power_grid.png
Drawn at 6 px/um. Pins as bars on the die edge. Tap cells in gray.
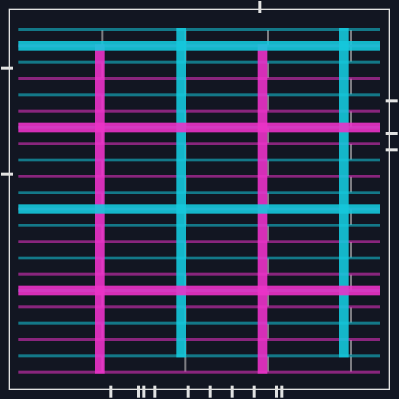
cell_density.png
Drawn at 6 px/um. 6 x 6 tiles, from white (low) to dark blue (high), 0 to 100% covered.
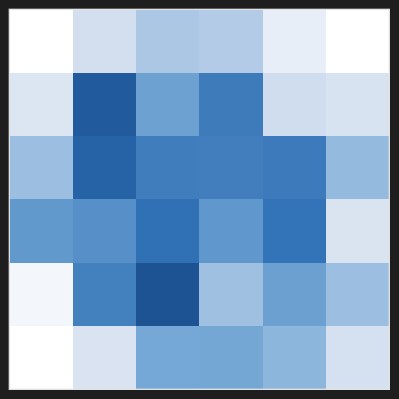
flops_by_reg.png
Drawn at 8 px/um.
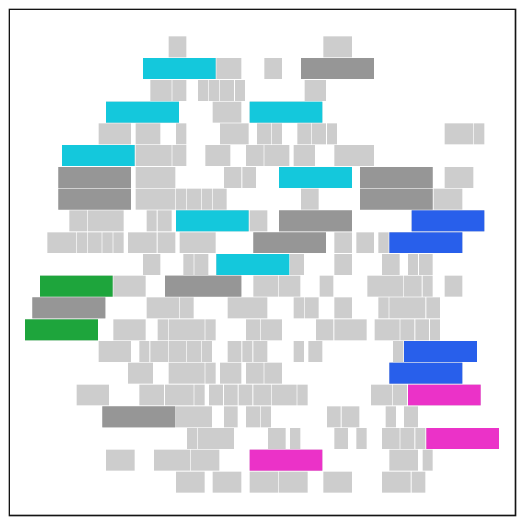
clocks.png
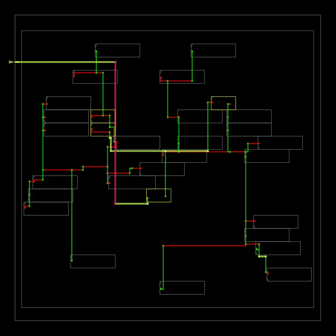
[src/rtl/elevator_call_panel.sv]
// ---------------------------------------------------------------------------
// elevator_call_panel
// Request-side front end for the 3-floor elevator controller. Latches
// hall/cab calls, picks the next target floor (direction-preferring,
// nearest first), holds the request code until the controller confirms
// arrival, runs the door interval, clears the served call and moves on.
//
// Ports:
//   clk        rising-edge clock
//   reset      asynchronous, active-high; clears all state
//   btn[2:0]   call buttons, bit i = floor i (level or pulse)
//   floor[1:0] current floor from controller (11 is invalid)
//   moving     controller moving status
//   request    target floor code to controller (00/01/10, never 11)
//   pending    latched outstanding calls, bit i = floor i
//   door_open  high while the door interval runs
//   busy       high while serving a call or holding the door
//   fault      sticky serve-timeout flag, cleared only by reset
// ---------------------------------------------------------------------------
module elevator_call_panel #(
  parameter int ARRIVE_CYCLES  = 2,
  parameter int DOOR_CYCLES    = 8,
  parameter int TIMEOUT_CYCLES = 64
) (
  input  logic       clk,
  input  logic       reset,
  input  logic [2:0] btn,
  input  logic [1:0] floor,
  input  logic       moving,
  output logic [1:0] request,
  output logic [2:0] pending,
  output logic       door_open,
  output logic       busy,
  output logic       fault
);

  localparam int AW = $clog2(ARRIVE_CYCLES + 1);
  localparam int DW = $clog2(DOOR_CYCLES + 1);
  localparam int TW = $clog2(TIMEOUT_CYCLES + 1);

  localparam logic [AW-1:0] ARR_LAST  = AW'(ARRIVE_CYCLES);
  localparam logic [DW-1:0] DOOR_LOAD = DW'(DOOR_CYCLES);
  localparam logic [TW-1:0] TO_LAST   = TW'(TIMEOUT_CYCLES);

  typedef enum logic [1:0] {IDLE, SERVE, DOOR} state_t;

  state_t        state, state_n;
  logic          dir_up, dir_up_n;
  logic [1:0]    park, park_n;
  logic [1:0]    request_n;
  logic [2:0]    pending_n;
  logic [AW-1:0] arr_cnt, arr_cnt_n;
  logic [DW-1:0] door_cnt, door_cnt_n;
  logic [TW-1:0] to_cnt, to_cnt_n;
  logic          fault_n, door_open_n, busy_n;

  logic [1:0]    cur;
  logic [1:0]    sel;
  logic [2:0]    tgt_mask;
  logic [2:0]    clr;
  logic [2:0]    absorb;
  logic          arr_hit;

  // Nearest call in the preferred direction (current floor included),
  // falling back to the nearest call behind.
  function automatic logic [1:0] pick_target(input logic [2:0] calls,
                                             input logic [1:0] here,
                                             input logic       up);
    logic [1:0] res;
    logic       found;
    res   = here;
    found = 1'b0;
    if (up) begin
      for (int i = 0; i < 3; i++)
        if (!found && calls[i] && (i >= int'(here))) begin
          res   = 2'(i);
          found = 1'b1;
        end
      for (int i = 2; i >= 0; i--)
        if (!found && calls[i] && (i < int'(here))) begin
          res   = 2'(i);
          found = 1'b1;
        end
    end else begin
      for (int i = 2; i >= 0; i--)
        if (!found && calls[i] && (i <= int'(here))) begin
          res   = 2'(i);
          found = 1'b1;
        end
      for (int i = 0; i < 3; i++)
        if (!found && calls[i] && (i > int'(here))) begin
          res   = 2'(i);
          found = 1'b1;
        end
    end
    return res;
  endfunction

  always_comb begin
    state_n    = state;
    dir_up_n   = dir_up;
    park_n     = park;
    request_n  = request;
    arr_cnt_n  = arr_cnt;
    door_cnt_n = door_cnt;
    to_cnt_n   = to_cnt;
    fault_n    = fault;
    clr        = 3'b000;
    absorb     = 3'b000;

    // An invalid floor code is treated as floor 0 for selection only.
    cur      = (floor == 2'b11) ? 2'b00 : floor;
    sel      = pick_target(pending, cur, dir_up);
    tgt_mask = 3'b001 << request;
    arr_hit  = (floor == request) && !moving;

    case (state)
      IDLE: begin
        if (pending != 3'b000) begin
          request_n = sel;
          state_n   = SERVE;
          arr_cnt_n = '0;
          to_cnt_n  = '0;
          if (sel > cur)      dir_up_n = 1'b1;
          else if (sel < cur) dir_up_n = 1'b0;
        end
      end
      SERVE: begin
        arr_cnt_n = arr_hit ? arr_cnt + AW'(1) : '0;
        to_cnt_n  = to_cnt + TW'(1);
        // Arrival wins over a timeout landing on the same cycle.
        if (arr_hit && (arr_cnt + AW'(1) == ARR_LAST)) begin
          clr        = tgt_mask;
          park_n     = request;
          door_cnt_n = DOOR_LOAD;
          arr_cnt_n  = '0;
          to_cnt_n   = '0;
          state_n    = DOOR;
        end else if (to_cnt + TW'(1) == TO_LAST) begin
          fault_n   = 1'b1;
          clr       = tgt_mask;
          request_n = park;
          arr_cnt_n = '0;
          to_cnt_n  = '0;
          state_n   = IDLE;
        end
      end
      DOOR: begin
        // Presses for the floor whose door is open are already satisfied.
        absorb     = tgt_mask;
        door_cnt_n = door_cnt - DW'(1);
        if (door_cnt == DW'(1)) state_n = IDLE;
      end
      default: state_n = IDLE;
    endcase

    pending_n   = (pending & ~clr) | (btn & ~(clr | absorb));
    door_open_n = (state_n == DOOR);
    busy_n      = (state_n != IDLE);
  end

  always_ff @(posedge clk or posedge reset) begin
    if (reset) begin
      state     <= IDLE;
      dir_up    <= 1'b1;
      park      <= 2'b00;
      request   <= 2'b00;
      pending   <= 3'b000;
      arr_cnt   <= '0;
      door_cnt  <= '0;
      to_cnt    <= '0;
      fault     <= 1'b0;
      door_open <= 1'b0;
      busy      <= 1'b0;
    end else begin
      state     <= state_n;
      dir_up    <= dir_up_n;
      park      <= park_n;
      request   <= request_n;
      pending   <= pending_n;
      arr_cnt   <= arr_cnt_n;
      door_cnt  <= door_cnt_n;
      to_cnt    <= to_cnt_n;
      fault     <= fault_n;
      door_open <= door_open_n;
      busy      <= busy_n;
    end
  end

endmodule

[config.mk]
export PLATFORM = sky130hd
export DESIGN_NAME = elevator_call_panel
export DESIGN_NICKNAME = d
export VERILOG_FILES = /design/src/rtl/elevator_call_panel.sv
export SDC_FILE = /design/constraint.sdc
export NUM_CORES = 1
export LEC_CHECK = 0
export CORE_UTILIZATION = 40
export CTS_CLUSTER_SIZE = 30
export DETAILED_ROUTE_END_ITERATION = 10
export GPL_TIMING_DRIVEN = 0
export PLACE_DENSITY_LB_ADDON = 0.2
export SLEW_MARGIN = 30
export SYNTH_ARGS = -nofsm -noshare
export SYNTH_HDL_FRONTEND = slang
export SYNTH_SLANG_ARGS = --single-unit
[constraint.sdc]
create_clock -name clk -period 4 [get_ports clk]
set_clock_uncertainty 0.05 [all_clocks]
set_input_delay 0.6 -clock clk [delete_from_list [all_inputs] [get_ports clk]]
set_output_delay 0.6 -clock clk [all_outputs]
set_load 0.05 [all_outputs]
==> results.sh <==
# implementation run metrics
export IMPL_yosysWarningCount=0
export IMPL_synthTopCellsByCount="dfrtp_1 (25), a21oi_1 (16), nand2_1 (16), o21ai_0 (14), inv_1 (12)"
export IMPL_antenna_violations_before_repair=0
export IMPL_hold_viol=0
export IMPL_floorplan_rows=21
export IMPL_cts_repair_timing_setup_buffer_count=0
export IMPL_worst_path_dominant_cell_family="buffers and inverters"
export IMPL_layout_top_cell="dfrtp_1"
export IMPL_nNetsFinal=198
export IMPL_muxShareOfSynthArea=0.0520
export IMPL_comb_share=0.445
export IMPL_synth_net_count=178
export IMPL_synthArstFlopShare=1.00
export IMPL_signal_buffers=17
export IMPL_period_needed_ps=2510
export IMPL_crit_required_ps=4160
export IMPL_timing_critical_path_to="dir_up"
export IMPL_cellLeakagePower_uw=0.000764
export IMPL_met1Wirelength_um=1410
export IMPL_yosys_area_share_aoi=0.189
export IMPL_power_net_switching_uw=372
export IMPL_detailedPlace_worstSlack_ps=1210
export IMPL_start_kind="primary input"
export IMPL_dpl_hpwl_um=2320
export IMPL_fp_util=0.434
export IMPL_detailroute_wirelength_met2_um=1550
export IMPL_antenna_fix_cells=0
export IMPL_clock_tree_root_cell="clkbuf_8"
export IMPL_dominant_power_group="sequential cells"
export IMPL_largest_area_cell="dfrtp_1"
export IMPL_met3_wirelength_um=116
export IMPL_design_die_area_um2=3980
export IMPL_timing_final_crit_share=0.628
export IMPL_aggregate_routed_wire_length_um=3100
export IMPL_worstHoldPathCells=1
export IMPL_path_clk_slew_ps=90
export IMPL_clock_tree_htree_level_count=1
export IMPL_achievable_frequency_mhz=398
export IMPL_yosys_dominant_comb_family="AND-OR/OR-AND gates"
export IMPL_synth_top_cell_area_share=0.419
export IMPL_dpl_instance_area_um2=1700
export IMPL_largest_register_ff_count=7
export IMPL_transition_at_the_pin_with_the_smallest_max_transition_slack_ps=553
export IMPL_min_from="fault"
export IMPL_worst_case_hold_path_end_point="fault"
export IMPL_clockBufferDepth=2
export IMPL_grtUsageMet3=0.0362
export IMPL_num_nonclk_inverters=12
export IMPL_worst_path_stages=10
export IMPL_ys_flops=26
export IMPL_comb_power_share=0.392
export IMPL_unrepaired_setup_endpoints_after_global_routing="no"
export IMPL_fin_setup_tns_ps=0
export IMPL_instances_no_fill=225
export IMPL_outcome="complete, no violations"
export IMPL_final_cell_area_um2=1760
export IMPL_pg_comb_uw=380
export IMPL_clkCellAreaFrac=0.0314
export IMPL_nFillCells=329
export IMPL_routabilityCongestion=0.753
-- power_grid.png (at the start) --
Key: cyan = VDD; magenta = VSS
The core has 21 rows. 46 tap cells.
Core Footprint: 3440 um2
die extent in x: 63.1 um
chip height: 63.1 um
Worst VDD drop: 312 uV

-- cell_density.png (at the start) --
8.3% of the tiles are over 75% full. The mean over all tiles is 43%. The emptiest ninth of the die: north-east.

-- flops_by_reg.png (at the start) --
Key: green = park [placed flops 2]; cyan = to_cnt [placed flops 7]; blue = door_cnt [placed flops 4, where east]; magenta = pending [placed flops 3]
Post-Route Utilization: 0.510
sequential power: 417 uW
flop share of the area: 0.371

-- clocks.png (at the start) --
Clock Power: 172 uW
CTS Sinks: 26
clock buffer instance count of the final layout: 4
number of buffers inserted during clock tree synthesis: 3

Power is estimated from default activity; no workload was simulated.
